File: config.mk
export PLATFORM = sky130hd
export DESIGN_NAME = hilo_sequencer
export DESIGN_NICKNAME = d
export VERILOG_FILES = /design/src/rtl/hilo_pkg.sv /design/src/rtl/hilo_sequencer.sv
export SDC_FILE = /design/constraint.sdc
export NUM_CORES = 1
export LEC_CHECK = 0
export CAP_MARGIN = 5
export CORE_ASPECT_RATIO = 1.75
export CORE_UTILIZATION = 45
export DETAILED_ROUTE_END_ITERATION = 16
export PLACE_DENSITY = 0.88
export SLEW_MARGIN = 20
export SYNTH_ARGS = -nofsm -noshare
export SYNTH_HDL_FRONTEND = slang
export SYNTH_SLANG_ARGS = --single-unit
File: constraint.sdc
create_clock -name clk_i -period 2.2 [get_ports clk_i]
set_clock_uncertainty 0.05 [all_clocks]
set_input_delay 0.33 -clock clk_i [delete_from_list [all_inputs] [get_ports clk_i]]
set_output_delay 0.33 -clock clk_i [all_outputs]
set_load 0.005 [all_outputs]
File: src/rtl/hilo_pkg.sv
// rtl/hilo_pkg.sv - shared state, op-code and sizing definitions for the HI/LO sequencer
package hilo_pkg;

  typedef enum logic [1:0] {
    IDLE    = 2'd0,
    RUN     = 2'd1,
    CAPTURE = 2'd2
  } state_e;

  // Same encoding is decoded by mult_div on its control input
  localparam logic [1:0] MD_NONE = 2'b00;
  localparam logic [1:0] MD_MULT = 2'b01;
  localparam logic [1:0] MD_DIV  = 2'b10;

  localparam int CYCLES_DEFAULT = 32;

  function automatic logic is_valid_op(input logic [1:0] op);
    return (op == MD_MULT) || (op == MD_DIV);
  endfunction

endpackage

File: src/rtl/hilo_sequencer.sv
// rtl/hilo_sequencer.sv - mult_div iteration sequencer with architectural HI/LO registers
import hilo_pkg::*;

module hilo_sequencer #(
  parameter int CYCLES = CYCLES_DEFAULT
) (
  input  logic        clk_i,
  input  logic        reset_i,
  input  logic        op_start_i,
  input  logic [1:0]  op_i,
  input  logic        mthi_i,
  input  logic        mtlo_i,
  input  logic [31:0] wr_data_i,
  input  logic [31:0] md_high_i,
  input  logic [31:0] md_low_i,
  input  logic        md_div_zero_i,
  output logic [1:0]  md_control_o,
  output logic        busy_o,
  output logic        done_o,
  output logic        div_zero_exc_o,
  output logic [31:0] hi_o,
  output logic [31:0] lo_o
);

  localparam int CNT_W = (CYCLES > 2) ? $clog2(CYCLES) : 2;
  localparam logic [CNT_W-1:0] CNT_LAST  = CNT_W'(CYCLES - 1);
  localparam logic [CNT_W-1:0] CNT_DZCHK = CNT_W'(1);

  state_e           state_q, state_d;
  logic [1:0]       op_q, op_d;
  logic [CNT_W-1:0] cnt_q, cnt_d;
  logic [31:0]      hi_q, hi_d;
  logic [31:0]      lo_q, lo_d;
  logic             done_q, done_d;
  logic             dz_q, dz_d;

  always_ff @(posedge clk_i) begin
    if (reset_i) begin
      state_q <= IDLE;
      op_q    <= MD_NONE;
      cnt_q   <= '0;
      hi_q    <= '0;
      lo_q    <= '0;
      done_q  <= 1'b0;
      dz_q    <= 1'b0;
    end else begin
      state_q <= state_d;
      op_q    <= op_d;
      cnt_q   <= cnt_d;
      hi_q    <= hi_d;
      lo_q    <= lo_d;
      done_q  <= done_d;
      dz_q    <= dz_d;
    end
  end

  always_comb begin
    state_d = state_q;
    op_d    = op_q;
    cnt_d   = cnt_q;
    hi_d    = hi_q;
    lo_d    = lo_q;
    done_d  = 1'b0;
    dz_d    = 1'b0;
    case (state_q)
      IDLE: begin
        if (mthi_i) hi_d = wr_data_i;
        if (mtlo_i) lo_d = wr_data_i;
        if (op_start_i && is_valid_op(op_i)) begin
          state_d = RUN;
          op_d    = op_i;
          cnt_d   = '0;
        end
      end
      RUN: begin
        cnt_d = cnt_q + CNT_W'(1);
        // mult_div flags a zero divisor after its first iteration; abort without touching HI/LO
        if (op_q == MD_DIV && cnt_q == CNT_DZCHK && md_div_zero_i) begin
          dz_d    = 1'b1;
          state_d = IDLE;
          cnt_d   = '0;
        end else if (cnt_q == CNT_LAST) begin
          state_d = CAPTURE;
        end
      end
      CAPTURE: begin
        done_d  = 1'b1;
        state_d = IDLE;
        cnt_d   = '0;
        if (op_q == MD_DIV) begin
          lo_d = md_high_i;
          hi_d = md_low_i;
        end else begin
          hi_d = md_high_i;
          lo_d = md_low_i;
        end
      end
      default: state_d = IDLE;
    endcase
  end

  always_comb begin
    md_control_o = MD_NONE;
    busy_o       = 1'b0;
    if (state_q != IDLE) begin
      md_control_o = op_q;
      busy_o       = 1'b1;
    end
  end

  assign done_o         = done_q;
  assign div_zero_exc_o = dz_q;
  assign hi_o           = hi_q;
  assign lo_o           = lo_q;

endmodule
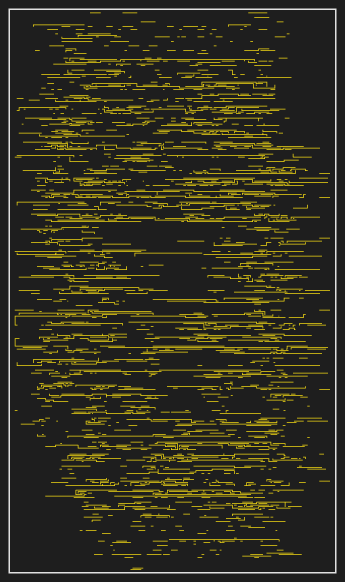
(run_1/layer_met1.png)
main direction: horizontal
longest straight run: 38.6 microns
share of all routed wire: 36%

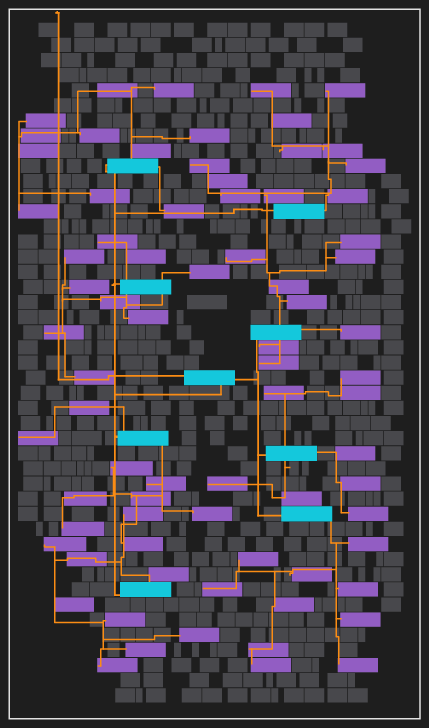
(run_1/clk_routes.png)
legend:
  flip-flops:
    colour: purple
    count: 75
  clock drivers:
    colour: cyan
    count: 9
  clock wires:
    colour: orange
    length: 958 microns
routed clock nets: 10

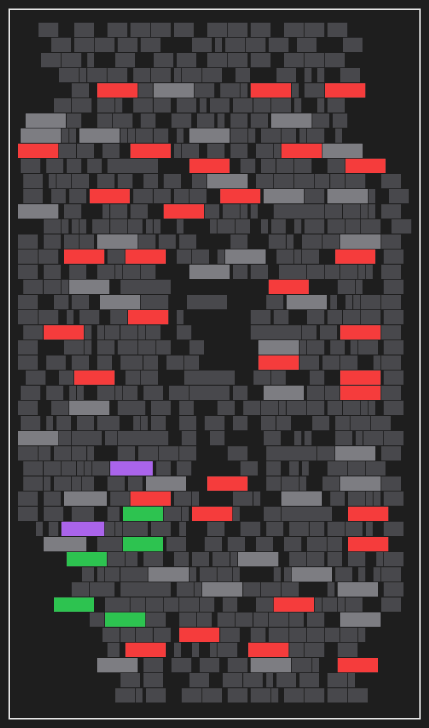
(run_1/flops_by_reg.png)
Other sequential cells in the stronger grey, the rest of the logic in the fainter grey.
legend:
  state_q:
    colour: purple
    flops: 2
  lo_o:
    colour: red
    flops: 32
    where: all over the die
  cnt_q:
    colour: green
    flops: 5
    where: lower left
not coloured: 36

[run 1: cell families (layout without fill, tap and decap cells)]
kind of cell | Yosys count | count (layout) | share of synthesized area (%)
XOR/XNOR | 2 | 2 | 0.434
AND-OR/OR-AND | 144 | 144 | 29.0
flip-flops | 75 | 75 | 37.2
AND/OR/NAND/NOR | 122 | 122 | 20.7
buffers and inverters | 114 | 276 | 11.5
other | 0 | 1 | 0
adder cells (fa/ha/maj) | 3 | 3 | 0.929
multiplexers | 1 | 1 | 0.279
[run 1: registers in the layout, indices dropped and copies added (netlist names)]
signal	cells
cnt_q	5
state_q	2
lo_o	32
op_q	2
hi_o	32
div_zero_exc_o	1
done_o	1
[run 1: report_power, final]
part	total, mW	switching, mW	internal (mW)
combinational	0.807	0.337	0.470
sequential	1.53	0.0733	1.46
clock	1.43	0.543	0.886
[run 1: placed cells by master, fill, tap and decap left out, drive strengths merged, types with 3 or more instances in the layout]
cell             n
nor2            39
inv             67
buf             21
and3b           65
dfxtp           75
nor3b            3
and3             3
clkdlybuf4s50  172
nand2b           3
a211oi          65
ha               3
clkbuf          15
o32ai           64
[run 1: layout make-up]
cell class / instances / area share, %
multi-input combinational: 272 / 33.8
timing repair buffer: 193 / 30.7
sequential: 75 / 24.3
clock buffer: 15 / 4.64
inverter: 67 / 4.06
tap: 117 / 2.36
clock inverter: 1 / 0.0807
antenna: 1 / 0.0404
[run 1: routing by layer]
metal | up-vias | track usage [%] | share of wire (%) | wire length (microns)
li1 | 2042 | - | - | -
met1 | 2081 | 30.4 | 36 | 5030
met2 | 220 | 53.5 | 52 | 7340
met3 | 64 | 6.31 | 6.0 | 851
met4 | 0 | 25.3 | 6.7 | 943
met5 | - | 0 | 0 | 0
[run 1: through the flow]
| step | utilization [%] | cell area [sq um] |
|---|---|---|
| after floorplan | - | 4040 |
| final | 71.5 | 6200 |
| after detailed placement | 68.1 | 5900 |
| after CTS | 71.4 | 6190 |
| after global routing | 71.5 | 6200 |
| after global placement | 68.1 | 5900 |
[run 1: path summary, 6_finish.rpt]
check                           depth (start not counted)  slack, ps                    end                     from
worst min-delay path                                    2        400   lo_o[3]$_SDFFE_PP0P_     lo_o[3]$_SDFFE_PP0P_
worst min register to register                          2        400   lo_o[3]$_SDFFE_PP0P_     lo_o[3]$_SDFFE_PP0P_
worst max register to register                          4        520  lo_o[12]$_SDFFE_PP0P_     op_q[0]$_SDFFE_PP0P_
worst max-delay path                                    3        190        md_control_o[1]  state_q[1]$_SDFFE_PP0P_
[run 1: worst reg2reg max path, delay by kind of cell, from the launching register on]
family,cells,cell delay (ps)
AND-OR/OR-AND,2,450
buffers and inverters,1,380
flip-flops,1,510
AND/OR/NAND/NOR,1,190
==> flow_summary.json, run 1 <==
{
  "timing.hold.ws_ps": 402,
  "setup_tns_ps": 0,
  "insertion_delay_ps": 330,
  "regArea_sq_um": 1510,
  "row_count": 45,
  "place.detailed.hpwl_mm": 10.0,
  "period_needed_ps": 2010,
  "drv_slew": 0,
  "grt_usage_pct": 30.8,
  "worst_pin_slew_ps": 529,
  "end_kind": "output port",
  "yosysWarnings": 0,
  "warning_count": 27,
  "hp-class": "reg -> reg",
  "cp.arrival_ps": 1630,
  "cts.sinks": 75,
  "comb_area_sq_um": 2090,
  "synth.distinct_cells": 35,
  "place_congestion": 0.877,
  "synth.avg_cell_area_sq_um": 8.76,
  "tritoncts": "done",
  "dp_cells": 724,
  "total_power_mw": 3.76,
  "fp_nets": 568,
  "chipArea_sq_um": 9370,
  "cpMaxStageDelayCell": "clkdlybuf4s50_1",
  "cp.required_ps": 1820,
  "ys_seq_share_pct": 37.2,
  "grt_pass1_wl_mm": 22.2,
  "ir_drop_uv": 431,
  "first_global_vias": 4682,
  "ios": 173,
  "clk_path_buf_depth": 2,
  "first_iter_violations": 284,
  "most_common_cell": "dfxtp_1",
  "place_ws_ps": 192,
  "avgViaCountPerCell": 5.95,
  "powerDensity_nw_per_um2": 607,
  "cts_max_level": 3,
  "cts_made_buffers": 9,
  "nFillCells": 691,
  "floorplanUtilization_pct": 46.6,
  "largest_area_cell": "dfxtp_1",
  "drive_above_1_share_pct": 8.35,
  "critPathBufInv": 1,
  "nNetsFinal": 725,
  "yosysTopAreaCellShare_pct": 37.2,
  "die_x_microns": 73.6,
  "grt_max_degree": 39,
  "overflow": 0,
  "status": "complete, no violations",
  "synth_flop_count": 75,
  "postCtsHoldBufs": 0,
  "netlist_top_cells_count": "dfxtp_1, inv_1, a211oi_1, and3b_1, o32ai_1",
  "worstPathMaxFanout": 11,
  "vias": 4407,
  "finalSetupViolCount": 0,
  "p_leak_nw": 2.42,
  "finalHoldViolations": 0,
  "worst_path_largest_cell_delay_ps": 460,
  "rsz0062_at_grt": "no",
  "dr.pass1.iters": 4,
  "cp-start-kind": "register",
  "area_growth_pct": 53.5,
  "edf_count": 0,
  "ys.flop_type": "dfxtp_1",
  "clk_pin_slew_ps": 60,
  "drc": 0,
  "max_freq_mhz": 497,
  "cts_resized": 0,
  "ys_cells": 461,
  "die_h_microns": 127,
  "critical_path.top_delay_family": "buffers and inverters",
  "routed_wl_mm": 14.2,
  "core_sq_um": 8670,
  "async_reset_ff_share_pct": 0,
  "max_slew_margin_pct": 64.7
}
==> run 1 -> run 2 <==
Settings changed: CAP_MARGIN 5 to 20.
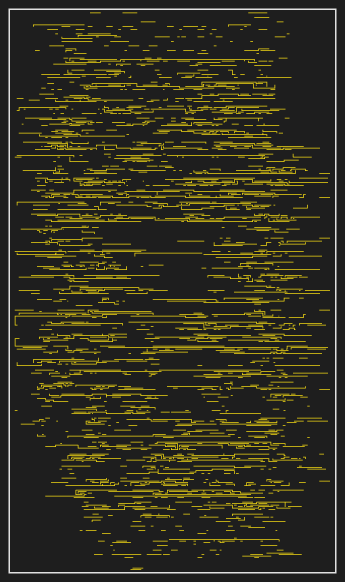
(run_2/layer_met1.png)
wire length on this layer: 5030 microns
longest straight run: 38.6 microns

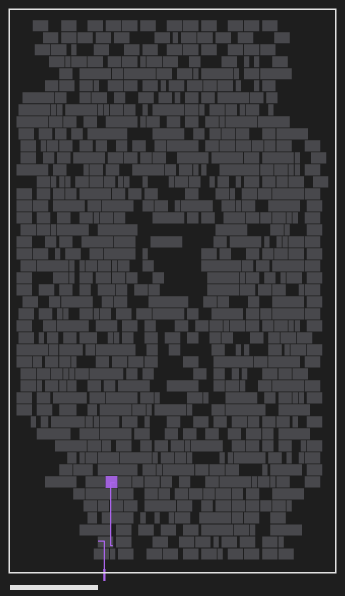
(run_2/io_fan.png)
Scale bar: 20 microns.
legend:
  md_div_zero_i:
    colour: purple
    direction: input
    edge: bottom
    end_cells: 1
    buffers: 1
    wire: 23.7 microns

==> run 2 against run 1 <==
Compared with the run above: synthesized cell count is the same; combinational power barely moved; critical endpoint unchanged; global-route usage is the same.
==> flow_summary.json, run 2 <==
{
  "tritoncts": "done",
  "worstPathMaxFanout": 11,
  "cp.arrival_ps": 1630,
  "p_leak_nw": 2.42,
  "fp_nets": 568,
  "avgViaCountPerCell": 5.95,
  "drc": 0,
  "ir_drop_uv": 431,
  "lay_top_cells": "clkdlybuf4s50_1, dfxtp_1, inv_1, and3b_1, a211oi_1",
  "synth.distinct_cells": 35,
  "end_kind": "output port",
  "nNetsFinal": 725,
  "area_growth_pct": 53.5,
  "place.detailed.hpwl_mm": 10.0,
  "cts_max_level": 3,
  "crit_path_start": "state_q[1]$_SDFFE_PP0P_",
  "total_power_mw": 3.76,
  "finalSetupViolCount": 0,
  "cts_resized": 0,
  "die_x_microns": 73.6,
  "ys_seq_share_pct": 37.2,
  "yosysTopAreaCellShare_pct": 37.2,
  "overflow": 0,
  "r2r_start": "op_q[0]$_SDFFE_PP0P_",
  "ios": 173,
  "routed_wl_mm": 14.2,
  "largest_area_cell": "dfxtp_1",
  "regToRegEndpoint": "lo_o[12]$_SDFFE_PP0P_",
  "insertion_delay_ps": 330,
  "cts_made_buffers": 9,
  "place_congestion": 0.877,
  "rsz0062_at_grt": "no",
  "hp-class": "reg -> reg",
  "powerDensity_nw_per_um2": 607,
  "r2r_setup_slack_ps": 520,
  "grt_max_degree": 39,
  "cp-start-kind": "register",
  "r2r_cells": 4,
  "drive_above_1_share_pct": 8.35,
  "max_slew_margin_pct": 64.7,
  "finalHoldViolations": 0,
  "first_iter_violations": 284,
  "grt_pass1_wl_mm": 22.2,
  "cts.sinks": 75,
  "grt_usage_pct": 30.8,
  "dp_cells": 724,
  "worst_pin_slew_ps": 529,
  "ys.flop_type": "dfxtp_1",
  "async_reset_ff_share_pct": 0,
  "fin_area_sq_um": 6200,
  "synth.avg_cell_area_sq_um": 8.76,
  "final_core_util_pct": 71.5,
  "most_common_cell": "dfxtp_1",
  "status": "complete, no violations",
  "chipArea_sq_um": 9370,
  "clk_pin_slew_ps": 60,
  "lay_top_count": "clkdlybuf4s50_1",
  "ys_cells": 461,
  "drv_slew": 0,
  "netlist_top_cells_count": "dfxtp_1, inv_1, a211oi_1, and3b_1, o32ai_1",
  "warning_count": 27,
  "timing.critical_path.to": "md_control_o[1]",
  "vias": 4407,
  "place_area_sq_um": 5900,
  "yosysWarnings": 0,
  "clk_path_buf_depth": 2,
  "postCtsHoldBufs": 0,
  "floorplanUtilization_pct": 46.6,
  "synth_flop_count": 75,
  "setup_tns_ps": 0
}
[run 2: logic make-up (layout without fill, tap and decap cells)]
group,count (synthesis),in the layout,share of synthesized area (%)
AOI/OAI and AO/OA,144,144,29.0
xor gates and xnor gates,2,2,0.434
adders and majority gates,3,3,0.929
buffers and inverters,114,276,11.5
DFF,75,75,37.2
muxes,1,1,0.279
other,0,1,0
and+or+nand+nor,122,122,20.7
[run 2: where the power goes]
part / internal (mW) / leakage [nW] / switching [mW]
logic: 0.470 / 1.65 / 0.337
clock network: 0.886 / 0.146 / 0.543
registers: 1.46 / 0.618 / 0.0733
total: 2.81 / 2.42 / 0.954
[run 2: worst max-delay path, stage by stage, from the launching register on]
cell	delay [ps]
dfxtp_2	390
nor2_1	360
nor2b_1	90
clkdlybuf4s50_1	460
[run 2: through the flow]
stage | hold slack [ps] | setup slack (ps)
final | 402 | 187
after global routing | 419 | 61.0
after CTS | 404 | 49.3
after detailed placement | 396 | 192
after global placement | 393 | 343
after floorplan | 401 | 851
[run 2: routing by layer]
layer	wire (microns)	global-route usage [%]	part of all wire [%]	vias up
met4	943	25.3	6.7	0
met5	0	0	0	-
met1	5030	30.4	36	2081
met2	7340	53.5	52	220
li1	-	-	-	2042
met3	851	6.31	6.0	64
[run 2: area by class of cell]
class / count / area (sq um)
Fill cell: 691 / 2470
Multi-Input combinational cell: 272 / 2090
Timing Repair Buffer: 193 / 1900
Sequential cell: 75 / 1510
Clock buffer: 15 / 288
Inverter: 67 / 251
Tap cell: 117 / 146
Clock inverter: 1 / 5.00
Antenna cell: 1 / 2.50
[run 2: worst min-delay path by stage]
stage | startpoint | to | slack (ps) | cells after the start
6_report | lo_o[3]$_SDFFE_PP0P_ | lo_o[3]$_SDFFE_PP0P_ | 400 | 2
5_1_grt | hi_o[5]$_SDFFE_PP0P_ | hi_o[5]$_SDFFE_PP0P_ | 420 | 2
4_1_cts | lo_o[4]$_SDFFE_PP0P_ | lo_o[4]$_SDFFE_PP0P_ | 400 | 2
3_5_place_dp | lo_o[4]$_SDFFE_PP0P_ | lo_o[4]$_SDFFE_PP0P_ | 400 | 2
3_3_place_gp | lo_o[25]$_SDFFE_PP0P_ | lo_o[25]$_SDFFE_PP0P_ | 390 | 2
2_1_floorplan | hi_o[0]$_SDFFE_PP0P_ | hi_o[0]$_SDFFE_PP0P_ | 400 | 2
No activity file was given, so power comes from the tool's default toggle rates.
